==> config.mk <==
export PLATFORM = sky130hd
export DESIGN_NAME = fetch_redirect_ctrl
export DESIGN_NICKNAME = d
export VERILOG_FILES = /design/src/rtl/fetch_redirect_ctrl.sv
export SDC_FILE = /design/constraint.sdc
export NUM_CORES = 1
export LEC_CHECK = 0
export ABC_CLOCK_PERIOD_IN_PS = 12100
export CORE_ASPECT_RATIO = 1.25
export CORE_MARGIN = 4
export CORE_UTILIZATION = 52
export CTS_BUF_LIST = sky130_fd_sc_hd__clkbuf_16
export DETAILED_ROUTE_END_ITERATION = 10
export PLACE_DENSITY = 0.9
export SYNTH_ARGS = -nofsm -noshare
export SYNTH_HDL_FRONTEND = slang
export SYNTH_SLANG_ARGS = --single-unit
==> constraint.sdc <==
create_clock -name clk -period 12.1 [get_ports clk]
set_input_delay 1.21 -clock clk [delete_from_list [all_inputs] [get_ports clk]]
set_output_delay 1.21 -clock clk [all_outputs]
set_load 0.01 [all_outputs]
Figure 1. Track usage over the die.
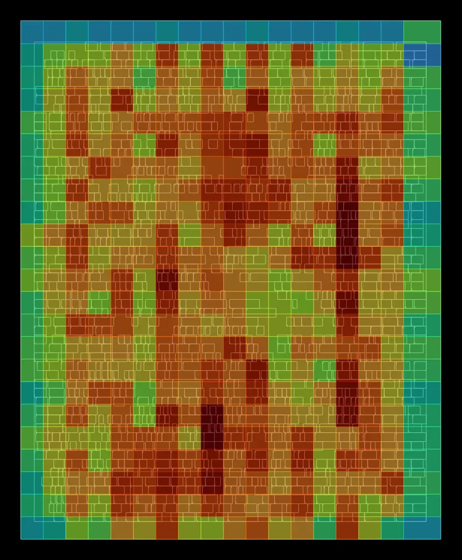
layer with the highest usage: met2
met3 usage: 0.07930
Util after Layout: 0.7336
Avg WL per Cell: 22.77 µm

Figure 2. Routed clock nets over the placement.
Drawn at 4 px/µm.
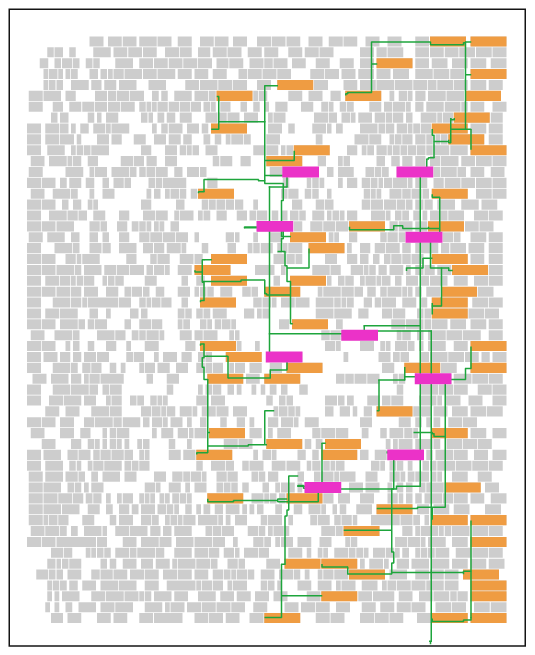
[flip-flops] orange | count: 66
[cells driving clock nets] magenta | count: 9
[clock wires] green | length: 1130 µm
routed clock nets: 10
Clock Skews: 5.562 ps
clock latency at the later pin of the worst-skew pair: 340 ps
P_clk: 237 µW

Figure 3. Where the registers sit.
Drawn at 3 px/µm. Other sequential cells in the stronger grey, the rest of the logic in the fainter grey.
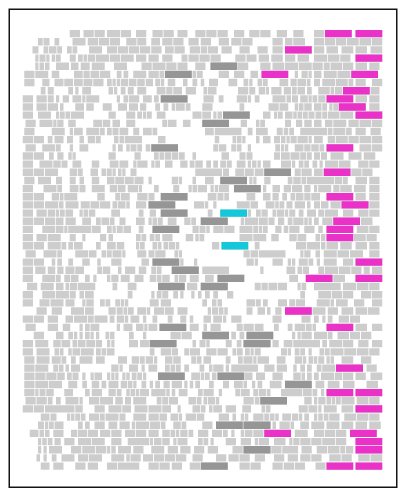
[state_q] cyan | flops: 2
[off_q] magenta | flops: 32 | where: a column on the right
sequential cell area share: 0.1277
Flop+latch power: 373 µW
combined flip-flop and latch cell area: 1652 µm²

Figure 4. Supply network.
Drawn at 2 px/µm. Pins as bars on the die edge.
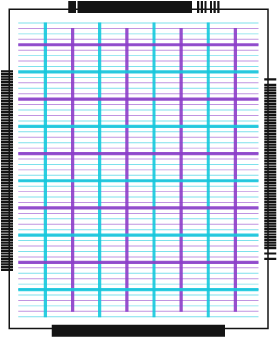
[VSS] cyan
[VDD] purple
met1 rails: 55
met5 straps: 10
signal pins: 304
met4 straps: 8
Die Height: 158.8 µm
VDD IR-drop max: 0.00009457 V
Die W: 128.7 µm
core box area: 17630 µm²

==> out/qor.csv <==
stage,metric,value,unit
worst_setup_path,cpMostUsedCell,o21ai_0,
logic_synthesis,area_leaders,"dfrtp_1, ha_1, mux2_2",
logic_synthesis,synth_cell_type_count,81,
place,placedCellCount,1697,
place,gp_congestion,0.9980,
logic_synthesis,top_area_frac,0.1745,
job,maxCapViolCount,0,
power_and_ir_drop,p_comb,1370,µW
logic_synthesis,ys_top_logic_family,AND-OR/OR-AND gates,
logic_synthesis,synth-simple-area-share,0.1654,
logic_synthesis,yosys-stat-area,9463,µm²
sta,drv_slew,0,
worst_hold_path,worstHoldPathCells,2,
final_layout,instances_no_fill,1715,
place,port_buffers,303,
detailed_routing,top_layer_used,met5,
sta,holdWs,481.7,ps
final_layout,largest_class,combinational gates,
logic_synthesis,flop_cell,dfrtp_1,
final_layout,flop-count,66,
logic_synthesis,ys_seq_share,0.1745,
place,place_area,12680,µm²
detailed_routing,viasPerCell,6.515,
power_and_ir_drop,power_leader,combinational cells,
global_route,grt_pass1_vias,10945,
final_layout,nNonClkInverters,35,
final_layout,lay_top_count,clkdlybuf4s50_1,
worst_setup_path,cpPeakStageDelay,750,ps
floorplan,die_area,20430,µm²
sta,fmax,0.2116,GHz
sta,period_needed,4725,ps
floorplan,fp-utilization,0.5366,
final_layout,comb_area_share,0.5772,
final_layout,syn_to_final_growth,36.71,%
final_layout,fillerInstances,1390,
logic_synthesis,top_area_cell,dfrtp_1,
run_status,outcome,completed,
power_and_ir_drop,p_per_area,152.7,nW/µm²
Power and IR drop assume default switching activity.
